### src/rtl/cpu_pkg.sv
// Types and default widths shared by the CPU control unit, register files and
// the external memory bus controller.
package cpu_pkg;

   localparam int CPU_ADDR_W = 16;
   localparam int CPU_DATA_W = 32;

   typedef enum logic [1:0] {
      IDLE   = 2'd0,
      ACCESS = 2'd1,
      DONE   = 2'd2,
      ERR    = 2'd3
   } bus_state_e;

endpackage

### src/rtl/mem_bus_ctrl.sv
// Turns the control unit's level read/write strobes into a req/ack memory bus
// transaction. Defining MEM_TIMEOUT_EN compiles in a watchdog that aborts unacked accesses.
module mem_bus_ctrl
   import cpu_pkg::*;
#(
   parameter int ADDR_W         = CPU_ADDR_W,
   parameter int DATA_W         = CPU_DATA_W,
   parameter int TIMEOUT_CYCLES = 255
) (
   input  logic              clk,
   input  logic              rst,
   input  logic              cpu_rd,
   input  logic              cpu_wr,
   input  logic [ADDR_W-1:0] cpu_addr,
   input  logic [DATA_W-1:0] cpu_wdata,
   output logic [DATA_W-1:0] cpu_rdata,
   output logic              cpu_done,
   output logic              cpu_busy,
   output logic              cpu_err,
   output logic              mem_req,
   output logic              mem_we,
   output logic [ADDR_W-1:0] mem_addr,
   output logic [DATA_W-1:0] mem_wdata,
   input  logic [DATA_W-1:0] mem_rdata,
   input  logic              mem_ack
);

   // Handshake: mem_req rises with mem_we/mem_addr/mem_wdata already valid and
   // all four stay frozen until the cycle mem_ack is sampled high; mem_ack is
   // ignored whenever no request is outstanding.

   if (TIMEOUT_CYCLES < 1) begin : g_bad_timeout
      $error("mem_bus_ctrl: TIMEOUT_CYCLES must be >= 1");
   end

   bus_state_e        state, state_nxt;
   logic              timeout;

   logic              req_nxt, we_nxt, done_nxt, busy_nxt, err_nxt;
   logic [ADDR_W-1:0] addr_nxt;
   logic [DATA_W-1:0] wdata_nxt, rdata_nxt;

   logic              strobe;
   assign strobe = cpu_rd | cpu_wr;

`ifdef MEM_TIMEOUT_EN
   localparam int CNT_W = (TIMEOUT_CYCLES > 1) ? $clog2(TIMEOUT_CYCLES) : 1;

   logic [CNT_W-1:0] wd_cnt;

   // Cleared whenever we are outside ACCESS, so every access starts from zero.
   always_ff @(posedge clk or posedge rst) begin
      if (rst) begin
         wd_cnt <= '0;
      end else if (state != ACCESS) begin
         wd_cnt <= '0;
      end else if (!mem_ack) begin
         wd_cnt <= wd_cnt + 1'b1;
      end
   end

   assign timeout = (state == ACCESS) && !mem_ack &&
                    (wd_cnt == CNT_W'(TIMEOUT_CYCLES - 1));
`else
   assign timeout = 1'b0;
`endif

   always_ff @(posedge clk or posedge rst) begin
      if (rst) begin
         state <= IDLE;
      end else begin
         state <= state_nxt;
      end
   end

   always_comb begin
      state_nxt = state;
      case (state)
         IDLE:    if (strobe) state_nxt = ACCESS;
         ACCESS: begin
            if (mem_ack)      state_nxt = DONE;
            else if (timeout) state_nxt = ERR;
         end
         DONE:    state_nxt = IDLE;
         ERR:     state_nxt = IDLE;
         default: state_nxt = IDLE;
      endcase
   end

   // Next values for the registered outputs; anything not touched holds.
   always_comb begin
      req_nxt   = mem_req;
      we_nxt    = mem_we;
      addr_nxt  = mem_addr;
      wdata_nxt = mem_wdata;
      rdata_nxt = cpu_rdata;
      busy_nxt  = cpu_busy;
      done_nxt  = 1'b0;
      err_nxt   = 1'b0;
      case (state)
         IDLE: begin
            if (strobe) begin
               addr_nxt  = cpu_addr;
               wdata_nxt = cpu_wdata;
               we_nxt    = cpu_wr;
               req_nxt   = 1'b1;
               busy_nxt  = 1'b1;
            end
         end
         ACCESS: begin
            if (mem_ack) begin
               req_nxt  = 1'b0;
               busy_nxt = 1'b0;
               done_nxt = 1'b1;
               if (!mem_we) rdata_nxt = mem_rdata;
            end else if (timeout) begin
               req_nxt  = 1'b0;
               busy_nxt = 1'b0;
               err_nxt  = 1'b1;
            end
         end
         default: ;
      endcase
   end

   always_ff @(posedge clk or posedge rst) begin
      if (rst) begin
         mem_req   <= 1'b0;
         mem_we    <= 1'b0;
         mem_addr  <= '0;
         mem_wdata <= '0;
         cpu_rdata <= '0;
         cpu_done  <= 1'b0;
         cpu_busy  <= 1'b0;
         cpu_err   <= 1'b0;
      end else begin
         mem_req   <= req_nxt;
         mem_we    <= we_nxt;
         mem_addr  <= addr_nxt;
         mem_wdata <= wdata_nxt;
         cpu_rdata <= rdata_nxt;
         cpu_done  <= done_nxt;
         cpu_busy  <= busy_nxt;
         cpu_err   <= err_nxt;
      end
   end

endmodule

### config.mk
export PLATFORM = sky130hd
export DESIGN_NAME = mem_bus_ctrl
export DESIGN_NICKNAME = d
export VERILOG_FILES = /design/src/rtl/cpu_pkg.sv /design/src/rtl/mem_bus_ctrl.sv
export SDC_FILE = /design/constraint.sdc
export NUM_CORES = 1
export LEC_CHECK = 0
export CAP_MARGIN = 20
export CORE_MARGIN = 3
export CORE_UTILIZATION = 25
export DETAILED_ROUTE_END_ITERATION = 8
export PLACE_DENSITY_LB_ADDON = 0.2
export SLEW_MARGIN = 20
export SYNTH_ARGS = -nofsm -noshare
export SYNTH_HDL_FRONTEND = slang
export SYNTH_SLANG_ARGS = --single-unit
### constraint.sdc
create_clock -name clk -period 2.76 [get_ports clk]
set_clock_uncertainty 0.1 [all_clocks]
set_input_delay 0.69 -clock clk [delete_from_list [all_inputs] [get_ports clk]]
set_output_delay 0.69 -clock clk [all_outputs]
set_load 0.02 [all_outputs]
==> qor.csv, run 1 <==
metric,value,unit
status,completed,
min setup slack post-route,0.570,ns
Finished Layout Cells,539,
Setup TNS,0,ns
WP data arrival,1.40,ns
Switching Fraction,32.8,%
Overall Global Routing Usage,11.0,%
DRC viols,0,
area occupied by multi-input gates,1140,sq um
hold_sp,state[1],
dpl hpwl,5630,um
Yosys warning count,0,
Row Count,41,
initial antenna violation count,0,
fillers,1232,
Post-Synth Adder-Cell Area,0,%
dominant logic cell type in the layout,clkdlybuf4s50_1,
clock share of power,18.2,%
Fmax achieved,457,MHz
Non-clk invs,2,
Max Cap Viol,0,
M3 GR Usage,6.18,%
Tmin final,2.19,ns
sw power,2.18,mW
CP endpoint,mem_we,
vias in the first global route,2263,
fp util,26.2,%
largest net degree at the start of global routing,86,
Synth top cell by count,dfrtp_1,
fin nets,448,
"Hold Violations, Final",0,
path type of the worst min-delay path,reg2reg,
Mapped Cells,191,
share of cells above drive strength 1,27.2,%
# IOs,170,
"top cells by area, synth","dfrtp_1 63%, mux2_4 17%, mux2_2 14%",
power per cell area,1200,nW/um^2
largest area contributor in the netlist,dfrtp_1,
"Buf+Inv Stages, Crit Path",1,
hold path endpoint,state[0],
drt wl/cell,14.9,um
Die Area,15000,sq um
"XOR-XNOR Cells, Area Fraction",0,%
Num CTS Buffers,9,
Register Area,2130,sq um
Hold Path Stages,1,
Yosys Chip Area,3390,sq um
signal buffers share of area,31.6,%
synth cell count leaders,"85 x dfrtp_1, 41 x mux2_2, 39 x mux2_4",
flop share of the area,38.4,%
CP Launch Type,register,
slowest CP cell,clkdlybuf4s50_1,
"Cell Chain, Critical Path",clkdlybuf4s50_1,
"Largest area class, layout",registers,
met1 Resource Use GR,13.9,%
Worst VDD drop,0.000479,V
Clk power,1.21,mW
final antenna diode count,0,
"Req. time, crit path",1.97,ns
Root Buffer,clkbuf_16,
MI comb cells,93,
M2 GR Usage,15.9,%
first-pass GRT wire length,12500,um
fin area,5540,sq um
Setup CP Type,reg2out,
area fraction in mux cells,30.9,%
routability congestion estimate from global placement,0.708,
R2R cell count,4,
dpl cells,524,
total vias in the final route,2184,
aoi share,0.775,%
TritonRoute pass-1 iters,3,
RR Endpoint,cpu_rdata[25],
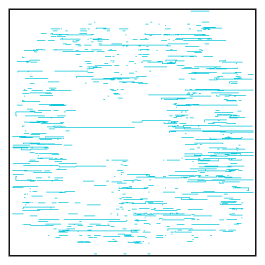
Fig. 1. Metal 1 (run 1).
Scale: 2 px per um.
longest straight run	41.9 um
share of all routed wire	42%

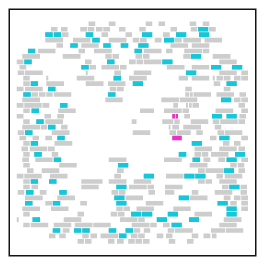
Fig. 2. Gate-type map (run 1).
Scale: 2 px per um.
family	color	cells
multiplexers	cyan	80
NOR gates	magenta	3

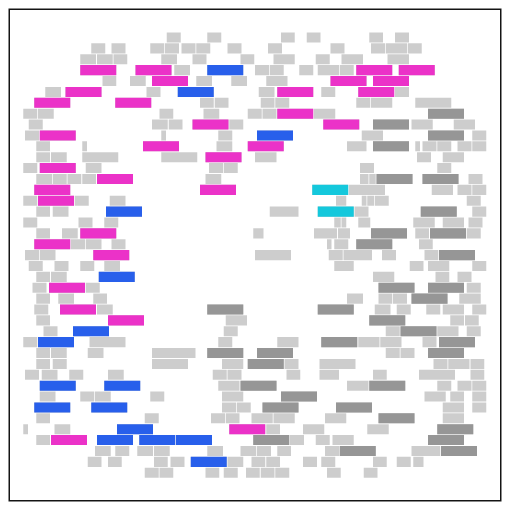
Fig. 3. Where the registers sit (run 1).
Scale: 4 px per um. Other sequential cells in the stronger gray, the rest of the logic in the fainter gray.
name in the netlist	color	sequential cells
`state`	cyan	2
`mem_addr`	blue	16
`mem_wdata`	magenta	32
not colored	35

Fig. 4: run 1, zoomed window
Window x 79 to 104, y 79 to 104 um. Cells in gray, sequential cells in the stronger gray; small squares are vias.
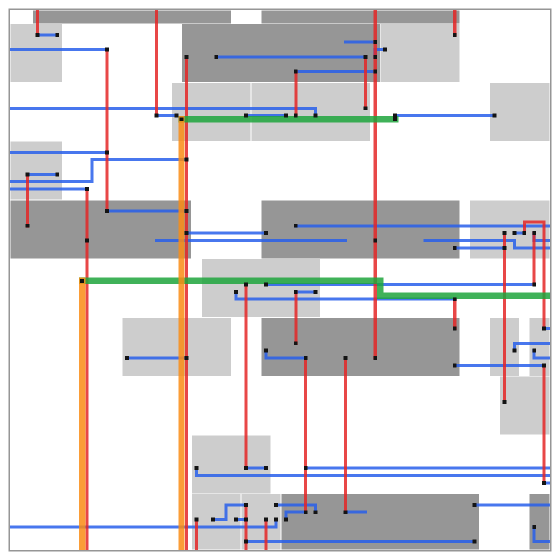

==> run 2: changes to the inputs <==
==> constraint.sdc (replaced) <==
create_clock -name clk -period 2.2 [get_ports clk]
set_clock_uncertainty 0.1 [all_clocks]
set_input_delay 0.55 -clock clk [delete_from_list [all_inputs] [get_ports clk]]
set_output_delay 0.55 -clock clk [all_outputs]
set_load 0.02 [all_outputs]
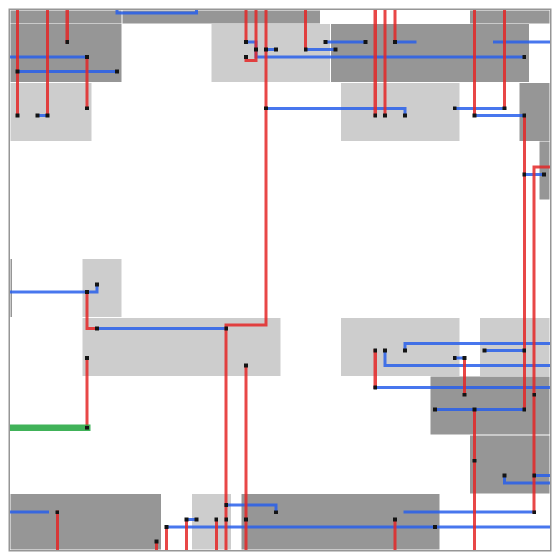
Fig. 5. Zoomed window (run 2).
Window x 79 to 104, y 79 to 104 um. Cells in gray, sequential cells in the stronger gray; small squares are vias.
layer	color
met3	green
met2	red
met1	blue
most frequent	dfrtp_1 (5), mux2_4 (4)
netlist names of flops here include	`mem_wdata` (2)
sequential cells in the window	5
cells with their middle in the window	13

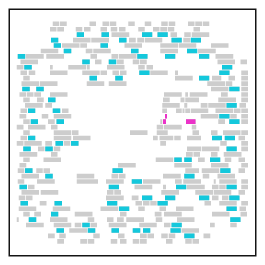
Fig. 6. Gate-type map (run 2).
Scale: 2 px per um.
family	color	cells
multiplexers	cyan	80
NOR gates	magenta	3

==> run 2 against run 1 <==
Worst setup slack worse by 0.42 ns; worst hold slack better by 0.011 ns; clock-buffer cell count shrank 3; register-to-register slack lost 0.54 ns; sequential cell count stayed put; combinational power grew 27%; first-iteration DRC count decreased by 45%; clock power grew 24%; total power grew 25%; final area increased by 0.97%; final cell count increased by 0.93%.
==> qor.csv, run 2 <==
metric,value,unit
fillers,1219,
total vias in the final route,2218,
clock share of power,17.9,%
largest area contributor in the netlist,dfrtp_1,
min setup slack post-route,0.149,ns
path type of the worst min-delay path,reg2reg,
Die Area,15000,sq um
aoi share,0.775,%
status,completed,
M3 GR Usage,5.94,%
CP endpoint,mem_we,
area occupied by multi-input gates,1140,sq um
initial antenna violation count,0,
Yosys Chip Area,3390,sq um
TritonRoute pass-1 iters,4,
slowest CP cell,clkdlybuf4s50_1,
Row Count,41,
"XOR-XNOR Cells, Area Fraction",0,%
Overall Global Routing Usage,11.0,%
flop share of the area,38.0,%
CP Launch Type,register,
largest net degree at the start of global routing,39,
DRC viols,0,
dominant logic cell type in the layout,clkdlybuf4s50_1,
hold path endpoint,state[0],
Yosys warning count,0,
Register Area,2130,sq um
synth cell count leaders,"85 x dfrtp_1, 41 x mux2_2, 39 x mux2_4",
hold_sp,state[1],
Setup TNS,0,ns
met1 Resource Use GR,13.4,%
Synth top cell by count,dfrtp_1,
"top cells by area, synth","dfrtp_1 63%, mux2_4 17%, mux2_2 14%",
fp util,26.2,%
"Buf+Inv Stages, Crit Path",1,
"Hold Violations, Final",0,
Clk power,1.50,mW
RR Endpoint,cpu_rdata[1],
routability congestion estimate from global placement,0.658,
Fmax achieved,488,MHz
fin area,5600,sq um
Finished Layout Cells,544,
share of cells above drive strength 1,28.8,%
area fraction in mux cells,30.9,%
M2 GR Usage,16.5,%
signal buffers share of area,32.2,%
Root Buffer,clkbuf_16,
power per cell area,1490,nW/um^2
fin nets,452,
first-pass GRT wire length,12400,um
Fig. 7: run 2, metal 1
Scale: 2 px per um.
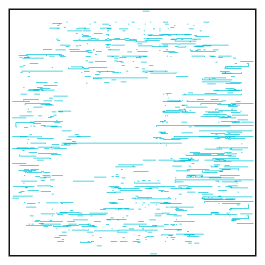

==> run 3: changes to the inputs <==
--- a/config.mk
+++ b/config.mk
@@ -6,10 +6,11 @@
 export NUM_CORES = 1
 export LEC_CHECK = 0
 export CAP_MARGIN = 20
-export CORE_MARGIN = 3
+export CORE_MARGIN = 2
 export CORE_UTILIZATION = 25
 export DETAILED_ROUTE_END_ITERATION = 8
 export PLACE_DENSITY_LB_ADDON = 0.2
+export SKIP_LAST_GASP = 1
 export SLEW_MARGIN = 20
 export SYNTH_ARGS = -nofsm -noshare
 export SYNTH_HDL_FRONTEND = slang
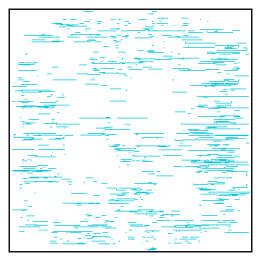
Fig. 8. Metal 1 (run 3).
Scale: 2 px per um.
nets with wire on the layer	370
longest straight run	33.6 um
main direction	horizontal
share of all routed wire	41%

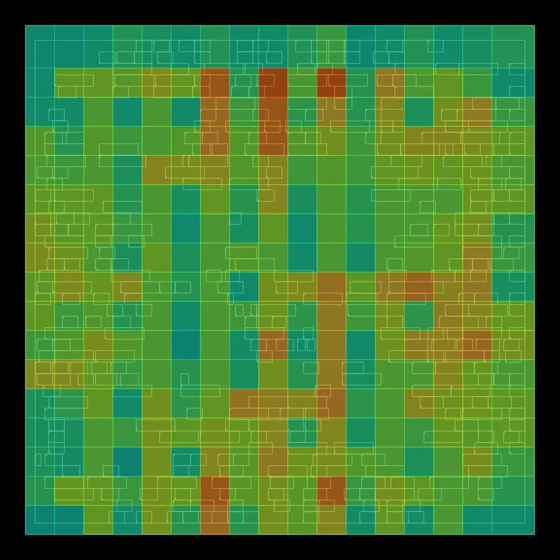
Fig. 9. Congestion heat map (run 3).
final core occ: 42.4%
GR peak layer: met2
Overall Global Routing Usage: 11.4%
M2 GR Usage: 16.9%

==> run 3 against run 2 <==
Critical endpoint unchanged; global-route usage grew 0.34 points; sequential power about the same; sequential cell count unchanged; first-iteration DRC count up 19%; largest power group unchanged; critical path type unchanged; worst setup slack got worse by 0.024 ns; final cell count is 0.55% higher.
==> qor.csv, run 3 <==
metric,value,unit
"Largest area class, layout",registers,
share of cells above drive strength 1,28.6,%
fin area,5610,sq um
Tmin final,2.07,ns
Hold Path Stages,1,
Root Buffer,clkbuf_16,
Post-Synth Adder-Cell Area,0,%
area fraction in mux cells,30.9,%
total vias in the final route,2215,
Num CTS Buffers,9,
DRC viols,0,
CP endpoint,mem_we,
min setup slack post-route,0.125,ns
Non-clk invs,2,
RR Endpoint,cpu_rdata[25],
# IOs,170,
Finished Layout Cells,547,
Synth top cell by count,dfrtp_1,
aoi share,0.775,%
path type of the worst min-delay path,reg2reg,
R2R cell count,4,
slowest CP cell,clkdlybuf4s50_1,
"Req. time, crit path",1.55,ns
"XOR-XNOR Cells, Area Fraction",0,%
Switching Fraction,32.5,%
flop share of the area,37.9,%
initial antenna violation count,0,
power per cell area,1510,nW/um^2
Worst VDD drop,0.000548,V
routability congestion estimate from global placement,0.660,
status,completed,
dominant logic cell type in the layout,clkdlybuf4s50_1,
largest area contributor in the netlist,dfrtp_1,
"Hold Violations, Final",0,
synth cell count leaders,"85 x dfrtp_1, 41 x mux2_2, 39 x mux2_4",
drt wl/cell,14.5,um
fin nets,451,
Max Cap Viol,0,
Yosys warning count,0,
area occupied by multi-input gates,1140,sq um
fp util,25.6,%
WP data arrival,1.42,ns
Die Area,14500,sq um
signal buffers share of area,31.8,%
vias in the first global route,2371,
Fmax achieved,482,MHz
TritonRoute pass-1 iters,4,
hold_sp,state[1],
"Cell Chain, Critical Path",clkdlybuf4s50_1,
sw power,2.76,mW
Power and IR drop assume default switching activity.
